## src/rtl/multicycle_control_unit_if.sv

```systemverilog
// Control-unit bundle: IR fields, ALU flags and memory ready in,
// per-state datapath strobes and the trap flag out.
interface multicycle_control_unit_if #(
    parameter int ALU_OP_W = 3
);
    logic [6:0]          op;
    logic [2:0]          funct3;
    logic [6:0]          funct7;
    logic                alu_zero;
    logic                alu_lt;
    logic                alu_ltu;
    logic                mem_ready;
    logic                pc_write;
    logic                adr_src;
    logic                mem_read;
    logic                mem_write;
    logic                ir_write;
    logic                reg_write_enable;
    logic [2:0]          imm_src;
    logic [1:0]          alu_src_a;
    logic [1:0]          alu_src_b;
    logic [1:0]          result_src;
    logic [ALU_OP_W-1:0] alu_op;
    logic                illegal_instr;

    modport master (
        input  op, funct3, funct7,
        input  alu_zero, alu_lt, alu_ltu, mem_ready,
        output pc_write, adr_src, mem_read, mem_write,
        output ir_write, reg_write_enable, imm_src,
        output alu_src_a, alu_src_b, result_src,
        output alu_op, illegal_instr
    );

    modport slave (
        output op, funct3, funct7,
        output alu_zero, alu_lt, alu_ltu, mem_ready,
        input  pc_write, adr_src, mem_read, mem_write,
        input  ir_write, reg_write_enable, imm_src,
        input  alu_src_a, alu_src_b, result_src,
        input  alu_op, illegal_instr
    );
endinterface

```

## src/rtl/multicycle_control_unit.sv

```systemverilog
// Multi-cycle RV32I control FSM: fetch/decode/execute/memory/writeback
// sequencing over a shared memory port, with a sticky illegal-op trap.
module multicycle_control_unit #(
    parameter int ALU_OP_W    = 3,
    parameter bit MEM_WAIT_EN = 1'b1,
    parameter bit BRANCH_EXT  = 1'b1
) (
    input logic                       clock_i,
    input logic                       reset_i,
    multicycle_control_unit_if.master ctl
);
    localparam logic [6:0] OP_LOAD  = 7'b0000011;
    localparam logic [6:0] OP_STORE = 7'b0100011;
    localparam logic [6:0] OP_R     = 7'b0110011;
    localparam logic [6:0] OP_I     = 7'b0010011;
    localparam logic [6:0] OP_BR    = 7'b1100011;
    localparam logic [6:0] OP_JAL   = 7'b1101111;

    localparam logic [2:0] A_ADD  = 3'b000;
    localparam logic [2:0] A_SUB  = 3'b001;
    localparam logic [2:0] A_AND  = 3'b010;
    localparam logic [2:0] A_OR   = 3'b011;
    localparam logic [2:0] A_XOR  = 3'b100;
    localparam logic [2:0] A_SLT  = 3'b101;
    localparam logic [2:0] A_SLTU = 3'b110;

    typedef enum logic [3:0] {
        S_FETCH, S_DECODE, S_MEM_ADR, S_MEM_READ,
        S_MEM_WB, S_MEM_WRITE, S_EXEC_R, S_EXEC_I,
        S_ALU_WB, S_BRANCH, S_JAL, S_TRAP
    } state_e;

    state_e     state_q, state_d;
    logic       illegal_q, illegal_d;
    logic       rdy, taken, br_ok;
    logic [2:0] alu3;
    logic       unused_f7;

    assign rdy       = MEM_WAIT_EN ? ctl.mem_ready : 1'b1;
    assign unused_f7 = ^{ctl.funct7[6], ctl.funct7[4:0]};

    always_ff @(posedge clock_i) begin
        if (reset_i) begin
            state_q   <= S_FETCH;
            illegal_q <= 1'b0;
        end else begin
            state_q   <= state_d;
            illegal_q <= illegal_d;
        end
    end

    always_comb begin
        taken = 1'b0;
        br_ok = 1'b1;
        case (ctl.funct3)
            3'b000:  taken = ctl.alu_zero;
            3'b001:  taken = !ctl.alu_zero;
            3'b100:  taken = ctl.alu_lt;
            3'b101:  taken = !ctl.alu_lt;
            3'b110:  taken = ctl.alu_ltu;
            3'b111:  taken = !ctl.alu_ltu;
            default: br_ok = 1'b0;
        endcase
        if (!BRANCH_EXT && ctl.funct3 != 3'b000) br_ok = 1'b0;
    end

    always_comb begin
        state_d              = state_q;
        ctl.pc_write         = 1'b0;
        ctl.adr_src          = 1'b0;
        ctl.mem_read         = 1'b0;
        ctl.mem_write        = 1'b0;
        ctl.ir_write         = 1'b0;
        ctl.reg_write_enable = 1'b0;
        ctl.imm_src          = 3'b000;
        ctl.alu_src_a        = 2'b00;
        ctl.alu_src_b        = 2'b00;
        ctl.result_src       = 2'b00;
        alu3                 = A_ADD;
        unique case (state_q)
            S_FETCH: begin
                ctl.mem_read = 1'b1;
                if (rdy) begin
                    ctl.ir_write   = 1'b1;
                    ctl.pc_write   = 1'b1;
                    ctl.alu_src_b  = 2'b10;
                    ctl.result_src = 2'b10;
                    state_d        = S_DECODE;
                end
            end
            S_DECODE: begin
                ctl.alu_src_a = 2'b01;
                ctl.alu_src_b = 2'b01;
                ctl.imm_src   = (ctl.op == OP_JAL) ? 3'b011 : 3'b010;
                case (ctl.op)
                    OP_LOAD, OP_STORE: state_d = S_MEM_ADR;
                    OP_R:              state_d = S_EXEC_R;
                    OP_I:              state_d = S_EXEC_I;
                    OP_BR:             state_d = S_BRANCH;
                    OP_JAL:            state_d = S_JAL;
                    default:           state_d = S_TRAP;
                endcase
            end
            S_MEM_ADR: begin
                // op[5] separates store (0100011) from load (0000011)
                ctl.alu_src_a = 2'b10;
                ctl.alu_src_b = 2'b01;
                ctl.imm_src   = ctl.op[5] ? 3'b001 : 3'b000;
                state_d       = ctl.op[5] ? S_MEM_WRITE : S_MEM_READ;
            end
            S_MEM_READ: begin
                ctl.adr_src  = 1'b1;
                ctl.mem_read = 1'b1;
                if (rdy) state_d = S_MEM_WB;
            end
            S_MEM_WB: begin
                ctl.result_src       = 2'b01;
                ctl.reg_write_enable = 1'b1;
                state_d              = S_FETCH;
            end
            S_MEM_WRITE: begin
                ctl.adr_src   = 1'b1;
                ctl.mem_write = 1'b1;
                if (rdy) state_d = S_FETCH;
            end
            S_EXEC_R, S_EXEC_I: begin
                ctl.alu_src_a = 2'b10;
                ctl.alu_src_b = (state_q == S_EXEC_I) ? 2'b01 : 2'b00;
                state_d       = S_ALU_WB;
                case (ctl.funct3)
                    3'b000:  alu3 = (ctl.op[5] && ctl.funct7[5]) ? A_SUB : A_ADD;
                    3'b010:  alu3 = A_SLT;
                    3'b011:  alu3 = A_SLTU;
                    3'b100:  alu3 = A_XOR;
                    3'b110:  alu3 = A_OR;
                    3'b111:  alu3 = A_AND;
                    default: state_d = S_TRAP;
                endcase
            end
            S_ALU_WB: begin
                ctl.reg_write_enable = 1'b1;
                state_d              = S_FETCH;
            end
            S_BRANCH: begin
                ctl.alu_src_a = 2'b10;
                alu3          = A_SUB;
                if (br_ok) begin
                    ctl.pc_write = taken;
                    state_d      = S_FETCH;
                end else begin
                    state_d = S_TRAP;
                end
            end
            S_JAL: begin
                ctl.alu_src_a = 2'b01;
                ctl.alu_src_b = 2'b10;
                ctl.pc_write  = 1'b1;
                state_d       = S_ALU_WB;
            end
            S_TRAP:  state_d = S_TRAP;
            default: state_d = S_FETCH;
        endcase
    end

    assign illegal_d         = illegal_q || (state_d == S_TRAP);
    assign ctl.illegal_instr = illegal_q;
    assign ctl.alu_op        = ALU_OP_W'(alu3);
endmodule

```

## src/flat_wrapper.sv

```systemverilog
// flat-port wrapper written by rule: the top's interface ports become plain ports
module multicycle_control_unit_flat 
#(
    parameter int ALU_OP_W    = 3,
    parameter bit MEM_WAIT_EN = 1'b1,
    parameter bit BRANCH_EXT  = 1'b1
)
  (clock_i, reset_i, ctl_op, ctl_funct3, ctl_funct7, ctl_alu_zero, ctl_alu_lt, ctl_alu_ltu, ctl_mem_ready, ctl_pc_write, ctl_adr_src, ctl_mem_read, ctl_mem_write, ctl_ir_write, ctl_reg_write_enable, ctl_imm_src, ctl_alu_src_a, ctl_alu_src_b, ctl_result_src, ctl_alu_op, ctl_illegal_instr);
  multicycle_control_unit_if #(.ALU_OP_W(ALU_OP_W)) ctl_i ();
  input logic clock_i;
  input logic reset_i;
  input wire logic [$bits(ctl_i.op)-1:0] ctl_op;
  input wire logic [$bits(ctl_i.funct3)-1:0] ctl_funct3;
  input wire logic [$bits(ctl_i.funct7)-1:0] ctl_funct7;
  input wire logic [$bits(ctl_i.alu_zero)-1:0] ctl_alu_zero;
  input wire logic [$bits(ctl_i.alu_lt)-1:0] ctl_alu_lt;
  input wire logic [$bits(ctl_i.alu_ltu)-1:0] ctl_alu_ltu;
  input wire logic [$bits(ctl_i.mem_ready)-1:0] ctl_mem_ready;
  output wire logic [$bits(ctl_i.pc_write)-1:0] ctl_pc_write;
  output wire logic [$bits(ctl_i.adr_src)-1:0] ctl_adr_src;
  output wire logic [$bits(ctl_i.mem_read)-1:0] ctl_mem_read;
  output wire logic [$bits(ctl_i.mem_write)-1:0] ctl_mem_write;
  output wire logic [$bits(ctl_i.ir_write)-1:0] ctl_ir_write;
  output wire logic [$bits(ctl_i.reg_write_enable)-1:0] ctl_reg_write_enable;
  output wire logic [$bits(ctl_i.imm_src)-1:0] ctl_imm_src;
  output wire logic [$bits(ctl_i.alu_src_a)-1:0] ctl_alu_src_a;
  output wire logic [$bits(ctl_i.alu_src_b)-1:0] ctl_alu_src_b;
  output wire logic [$bits(ctl_i.result_src)-1:0] ctl_result_src;
  output wire logic [$bits(ctl_i.alu_op)-1:0] ctl_alu_op;
  output wire logic [$bits(ctl_i.illegal_instr)-1:0] ctl_illegal_instr;
  assign ctl_i.op = ctl_op;
  assign ctl_i.funct3 = ctl_funct3;
  assign ctl_i.funct7 = ctl_funct7;
  assign ctl_i.alu_zero = ctl_alu_zero;
  assign ctl_i.alu_lt = ctl_alu_lt;
  assign ctl_i.alu_ltu = ctl_alu_ltu;
  assign ctl_i.mem_ready = ctl_mem_ready;
  assign ctl_pc_write = ctl_i.pc_write;
  assign ctl_adr_src = ctl_i.adr_src;
  assign ctl_mem_read = ctl_i.mem_read;
  assign ctl_mem_write = ctl_i.mem_write;
  assign ctl_ir_write = ctl_i.ir_write;
  assign ctl_reg_write_enable = ctl_i.reg_write_enable;
  assign ctl_imm_src = ctl_i.imm_src;
  assign ctl_alu_src_a = ctl_i.alu_src_a;
  assign ctl_alu_src_b = ctl_i.alu_src_b;
  assign ctl_result_src = ctl_i.result_src;
  assign ctl_alu_op = ctl_i.alu_op;
  assign ctl_illegal_instr = ctl_i.illegal_instr;
  multicycle_control_unit #(.ALU_OP_W(ALU_OP_W), .MEM_WAIT_EN(MEM_WAIT_EN), .BRANCH_EXT(BRANCH_EXT)) u_core (.clock_i(clock_i), .reset_i(reset_i), .ctl(ctl_i));
endmodule
```

## config.mk

```make
export PLATFORM = sky130hd
export DESIGN_NAME = multicycle_control_unit_flat
export DESIGN_NICKNAME = d
export VERILOG_FILES = /design/src/rtl/multicycle_control_unit_if.sv /design/src/rtl/multicycle_control_unit.sv /design/src/flat_wrapper.sv
export SDC_FILE = /design/constraint.sdc
export NUM_CORES = 1
export LEC_CHECK = 0
export CAP_MARGIN = 20
export CORE_MARGIN = 2
export CORE_UTILIZATION = 40
export CTS_CLUSTER_DIAMETER = 200
export DETAILED_ROUTE_END_ITERATION = 8
export PLACE_DENSITY = 0.81
export SLEW_MARGIN = 0
export SYNTH_ARGS = -nofsm -noshare
export SYNTH_HDL_FRONTEND = slang
export SYNTH_SLANG_ARGS = --single-unit
```

## constraint.sdc

```tcl
create_clock -name clock_i -period 3.9 [get_ports clock_i]
set_input_delay 0.585 -clock clock_i [delete_from_list [all_inputs] [get_ports clock_i]]
set_output_delay 0.585 -clock clock_i [all_outputs]
set_load 0.1 [all_outputs]
```

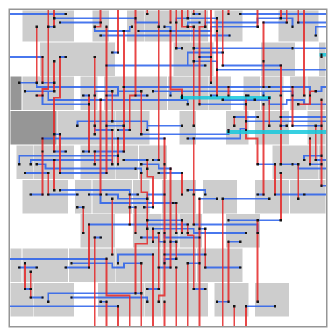
*A small window of the routed layout, run 1*
Window x 11 to 36, y 2 to 27 um. Cells in gray, sequential cells in the stronger gray; small squares are vias.
- metal 3: cyan
- metal 1: blue
- metal 2: red
- most frequent: nor2_1 (6), clkdlybuf4s50_1 (6), buf_4 (6)
- netlist names of flops here include: u_core.state_q (1)
- sequential cells in the window: 1
- cells with their middle in the window: 57

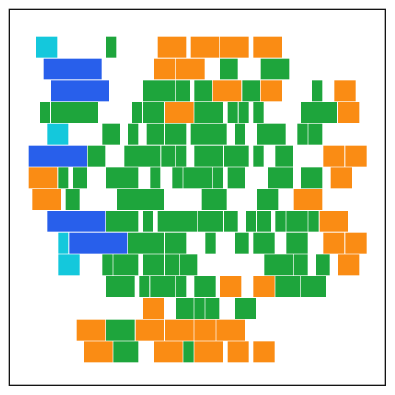
*Placement by cell class, run 1*
Scale: 8 px per um.
- clock drivers and dummy loads: cyan (cells 4; share of their area 2.6%)
- remaining buffers and delay cells: orange (cells 34; share of their area 29%)
- combinational and other logic: green (cells 86; share of their area 58%)
- sequential cells: blue (cells 5; share of their area 9.8%)
core area: 1730 sq um
row count: 15
sequential portion of the cell area: 9.54%
final instance area: 1050 sq um
Final Core Density: 60.8%

==> flow_summary_export.csv, run 1 <==
group,metric,value,unit
status,status,"complete, no violations",
cells_and_area,nets,153,
timing,tns,0,ns
detailed_routing,antenna_left,0,
clock_network,post_cts_buffers,0,
timing,min_period,2.91,ns
clock_network,clock_sinks,5,
timing,final_hold_viol_count,0,
critical_path,path_cells,"nand2b_1 -> nor2_1 -> clkdlybuf4s50_1",
logic_synthesis,edf_count,0,
timing,report.final.slew_viol_count,0,
placed_design,post-place-ws,1.24,ns
timing,max-slew-margin-rel,35.3,%
cells_and_area,num-fill-cells,160,
hold_path,min_path_type,"flop to flop",
timing,rsz0062_at_grt,"no",
logic_synthesis,synthFlopType,"dfxtp_1",
logic_synthesis,synth.distinct_cells,49,
clock_network,cts_buffers,3,
critical_path,crit_family,"buffers and inverters",
detailed_routing,viasPerCell,5.21,
detailed_routing,drtIter0Drc,10,
global_route,grt_pass1_wl,2990,um
critical_path,rr_worst_depth,5,
cells_and_area,comb_area,573,sq um
die,die_w,46.8,um
cells_and_area,diodes,0,
clock_network,cts-root-buf,"clkbuf_4",
detailed_routing,wl,1820,um
timing,max_freq,344,MHz
critical_path,cp-end-kind,"primary output",
cells_and_area,seqCellArea,100,sq um
clock_network,clk_pin_slew,0.04,ns
hold_path,min_to,"u_core.ctl.illegal_instr",
critical_path,worst-r2r-setup-slack,2.07,ns
run,maxCapViolCount,0,
global_route,antenna_found_initial,0,
placed_design,numPortBuffers,34,
timing,timing.final.ws_setup,0.990,ns
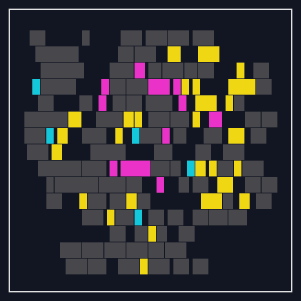
*Logic cells by family, run 1*
Scale: 6 px per um.
- nor cells: yellow (cells 27)
- nand cells: magenta (cells 11)
- inv cells: cyan (cells 5)

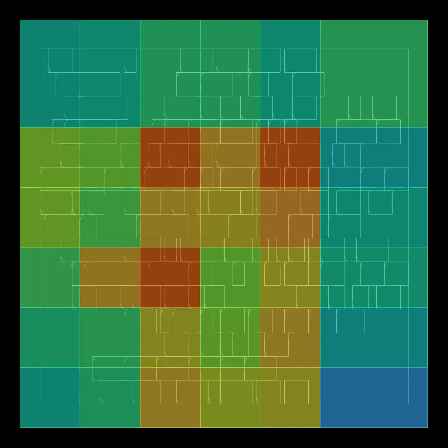
*Congestion heat map, run 1*
M2 GR Usage: 29.0%
Routed WL per cell: 11.8 um
busiest grt layer: met2

-- run 1: layout make-up --
| type | instances | share of cell area [%] |
|---|---|---|
| inverter | 5 | 1.79 |
| timing repair buffer | 34 | 28.6 |
| tap | 25 | 2.98 |
| sequential | 5 | 9.54 |
| clock buffer | 4 | 2.50 |
| multi-input combinational | 81 | 54.6 |
-- run 1: Yosys cell counts, types with 2 or more instances --
master / number / area share (%)
nor3_1: 7 / 4.8
and2b_1: 2 / 2.0
a21oi_1: 3 / 2.0
nor3b_1: 2 / 2.0
inv_1: 5 / 2.6
buf_4: 3 / 3.1
a31oi_1: 3 / 2.6
o21ai_0: 2 / 1.4
nor2_1: 13 / 6.7
and3_1: 2 / 1.7
xnor2_1: 3 / 3.6
nor3_2: 2 / 2.7
dfxtp_1: 5 / 14
mux2i_1: 2 / 2.7
nand2_1: 7 / 3.6
xor2_1: 2 / 2.4
a21o_1: 2 / 2.0
-- run 1: kinds of logic (layout without fill, tap and decap cells) --
logic type,after synthesis,after routing,share of synthesized area (%)
buffers and inverters,11,43,9.73
flip-flops,5,5,13.7
other,1,1,0.511
adder cells (fa/ha/maj),1,1,1.54
XOR/XNOR,5,5,5.97
AND/OR/NAND/NOR,48,48,38.1
AND-OR/OR-AND,24,24,27.8
multiplexers,2,2,2.73
-- run 1: sequential cells by signal, summed over array words and instances (netlist names) --
signal                    flops
u_core.state_q                4
u_core.ctl.illegal_instr      1
-- run 1: through the flow --
step	cells
3_5_place_dp	150
3_3_place_gp	150
5_1_grt	154
4_1_cts	154
6_report	154
2_1_floorplan	97
-- run 1: routing by layer --
| layer | track usage (%) | vias to the layer above |
|---|---|---|
| li1 | - | 411 |
| met1 | 25.8 | 371 |
| met2 | 29.0 | 21 |
| met3 | 0.385 | 0 |
| met4 | 6.11 | 0 |
| met5 | 0 | - |
-- run 1: cells in the final DEF, fill, tap and decap left out, types with 2 or more instances in the layout --
cell	n
mux2i_1	2
clkdlybuf4s50_1	18
clkbuf_4	3
a21oi_1	3
and2b_1	2
a21o_1	2
o21ai_0	2
inv_1	5
xnor2_1	3
a31oi_1	3
nor3_1	6
nor2_1	13
dfxtp_1	5
and3_1	2
nor3b_1	2
xor2_1	2
buf_4	16
nor3_2	3
nand2_1	7
-- run 1: how the worst max path moves through the flow --
stage / from / endpoint / slack (ns) / cells past startpoint
4_1_cts: u_core.state_q[0] / ctl_mem_write / 0.98 / 3
3_3_place_gp: u_core.state_q[0] / ctl_mem_write / 1.25 / 3
3_5_place_dp: u_core.state_q[0] / ctl_mem_write / 1.24 / 3
2_1_floorplan: u_core.state_q[2] / ctl_alu_op[0] / 0.27 / 3
6_report: u_core.state_q[0] / ctl_mem_write / 0.99 / 3
5_1_grt: u_core.state_q[0] / ctl_mem_write / 0.82 / 3
### Pin map, run 1

Scale: 10 px per um. Pins as bars across the die edge, other pins in gray.
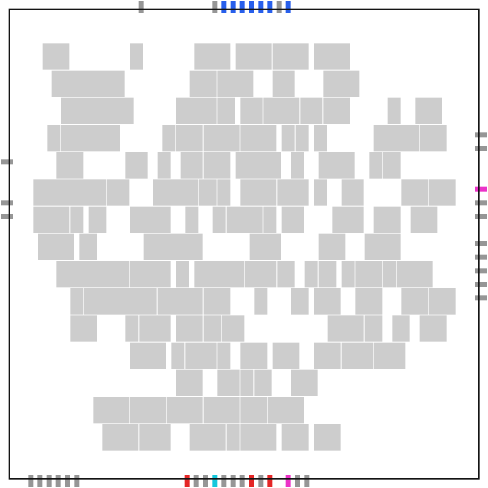

==> inputs of run 2 (changes only) <==
--- a/config.mk
+++ b/config.mk
@@ -7,10 +7,10 @@
 export LEC_CHECK = 0
 export CAP_MARGIN = 20
 export CORE_MARGIN = 2
-export CORE_UTILIZATION = 40
+export CORE_UTILIZATION = 34
 export CTS_CLUSTER_DIAMETER = 200
 export DETAILED_ROUTE_END_ITERATION = 8
-export PLACE_DENSITY = 0.81
+export PLACE_DENSITY = 0.73
 export SLEW_MARGIN = 0
 export SYNTH_ARGS = -nofsm -noshare
 export SYNTH_HDL_FRONTEND = slang
==> constraint.sdc (replaced) <==
create_clock -name clock_i -period 2.45 [get_ports clock_i]
set_input_delay 0.3675 -clock clock_i [delete_from_list [all_inputs] [get_ports clock_i]]
set_output_delay 0.3675 -clock clock_i [all_outputs]
set_load 0.1 [all_outputs]
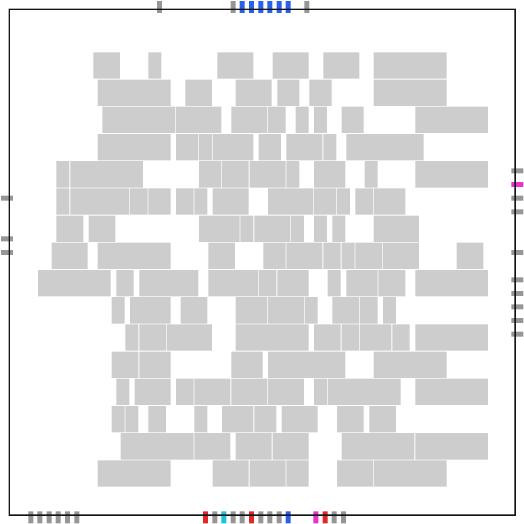
*Pin map, run 2*
Scale: 10 px per um. Pins as bars across the die edge, other pins in gray.
- ctl_alu_lt: cyan (pins 1; direction input; edge south)
- ctl_op: blue (pins 7; direction input; edge 6 north, 1 south)
- ctl_alu_op: red (pins 3; direction output; edge south)
- ctl_result_src: magenta (pins 2; direction output; edge 1 south, 1 east)

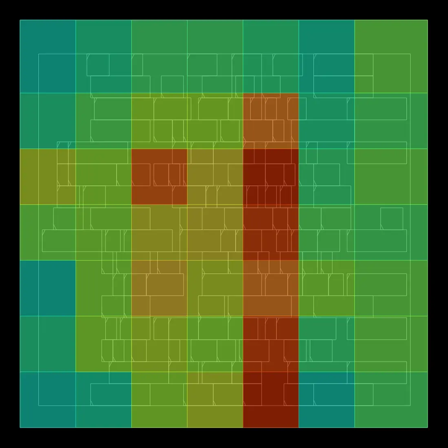
*Congestion heat map, run 2*
M1 GR Usage: 21.7%
GRT Overall Usage: 18.0%
Final Core Density: 64.6%

==> run 2 against run 1 <==
Against the previous run: critical path depth rose by 2; clock skew grew 0.0026 ns; die area is 16% higher; routed wire length up 16%; critical endpoint is now ctl_imm_src[0]; count of clock-buffer cells in the layout stayed put.
==> flow_summary_export.csv, run 2 <==
group,metric,value,unit
status,status,"complete, no violations",
clock_network,cts_buffers,3,
logic_synthesis,edf_count,0,
run,maxCapViolCount,0,
logic_synthesis,top_area_cell,"dfxtp_1",
die,die_w,50.4,um
logic_synthesis,most_common_cell,"nor2_1",
timing,min_period,2.29,ns
die,fp.coreArea,2000,sq um
detailed_routing,wl,2100,um
logic_synthesis,synth.top_cells.by_area,"dfxtp_1 (14%), nor2_1 (6.7%), nor3_1 (4.8%), nand2_1 (3.6%), xnor2_1 (3.6%)",
timing,max-slew-margin-rel,50.9,%
timing,rsz0062_at_grt,"no",
die,num_rows,16,
cells_and_area,num-fill-cells,170,
global_route,grt_pass1_wl,3570,um
global_route,gr-usage-met3,2.08,%
cells_and_area,nets,155,
detailed_routing,antenna_left,0,
critical_path,worst-r2r-setup-slack,0.55,ns
critical_path,path_cells,"and2b_1 -> and3_1 -> a41oi_1 -> nor2_2 -> buf_12",
cells_and_area,max_flop_register,"u_core.state_q",
placed_design,numPortBuffers,34,
logic_synthesis,synthFlopType,"dfxtp_1",
logic_synthesis,synthTopCellsByCount,"nor2_1 (13), nand2_1 (7), nor3_1 (7)",
critical_path,cp-end-kind,"primary output",
critical_path,crit_family,"simple AND/OR/NAND/NOR gates",
logic_synthesis,synth_top_area_share,13.7,%
clock_network,post_cts_buffers,0,
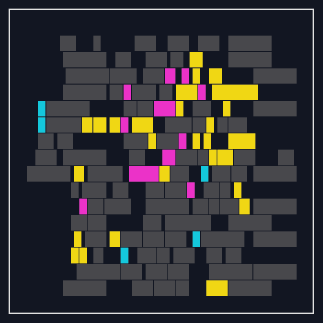
*Logic cells by family, run 2*
Scale: 6 px per um.
- nand cells: magenta (cells 11)
- inv cells: cyan (cells 5)
- nor cells: yellow (cells 27)
logic share of the area: 46.7%
Finished Layout Cells: 158

-- run 2: layer usage --
layer	vias to the layer above	share of wire, %
met4	0	0.57
met5	-	0
li1	415	-
met3	2	3.7
met1	376	42
met2	22	54
-- run 2: through the flow --
stage | util (%) | cell area, sq um | instances | worst slack, ns
after floorplan | - | 774 | 97 | -0.745
after global placement | 63.2 | 1270 | 154 | 0.277
after detailed placement | 63.2 | 1270 | 154 | 0.200
after CTS | 64.6 | 1290 | 158 | 0.134
after global routing | 64.6 | 1290 | 158 | 0.0157
final | 64.6 | 1290 | 158 | 0.159
-- run 2: logic make-up (layout without fill, tap and decap cells) --
family / after synthesis / after routing / synth area share (%)
AND/OR/NAND/NOR: 48 / 48 / 38.1
AND-OR/OR-AND: 24 / 24 / 27.8
buffers and inverters: 11 / 45 / 9.73
XOR/XNOR: 5 / 5 / 5.97
flip-flops: 5 / 5 / 13.7
multiplexers: 2 / 2 / 2.73
adder cells (fa/ha/maj): 1 / 1 / 1.54
other: 1 / 1 / 0.511
-- run 2: worst max-delay path by stage --
stage                           endpoint  slack, ns  depth (start not counted)         startpoint
after detailed placement    ctl_pc_write       0.20                          7      ctl_funct3[2]
after global placement      ctl_pc_write       0.28                          7      ctl_funct3[2]
after floorplan             ctl_pc_write      -0.74                          5  u_core.state_q[1]
final                     ctl_imm_src[0]       0.16                          5  u_core.state_q[0]
after CTS                 ctl_imm_src[0]       0.13                          5  u_core.state_q[0]
after global routing      ctl_imm_src[0]       0.02                          5  u_core.state_q[0]
-- run 2: area by class of cell --
type | instances | area share, %
clock buffer | 4 | 2.03
inverter | 5 | 1.45
multi-input combinational | 81 | 46.7
sequential | 5 | 7.74
tap | 27 | 2.61
timing repair buffer | 36 | 39.5
-- run 2: worst reg2reg max path: cells and delay by family (launching register included) --
kind | cells | cell delay [ns]
flip-flops | 1 | 0.65
AND/OR/NAND/NOR | 3 | 0.64
AND-OR/OR-AND | 2 | 0.52
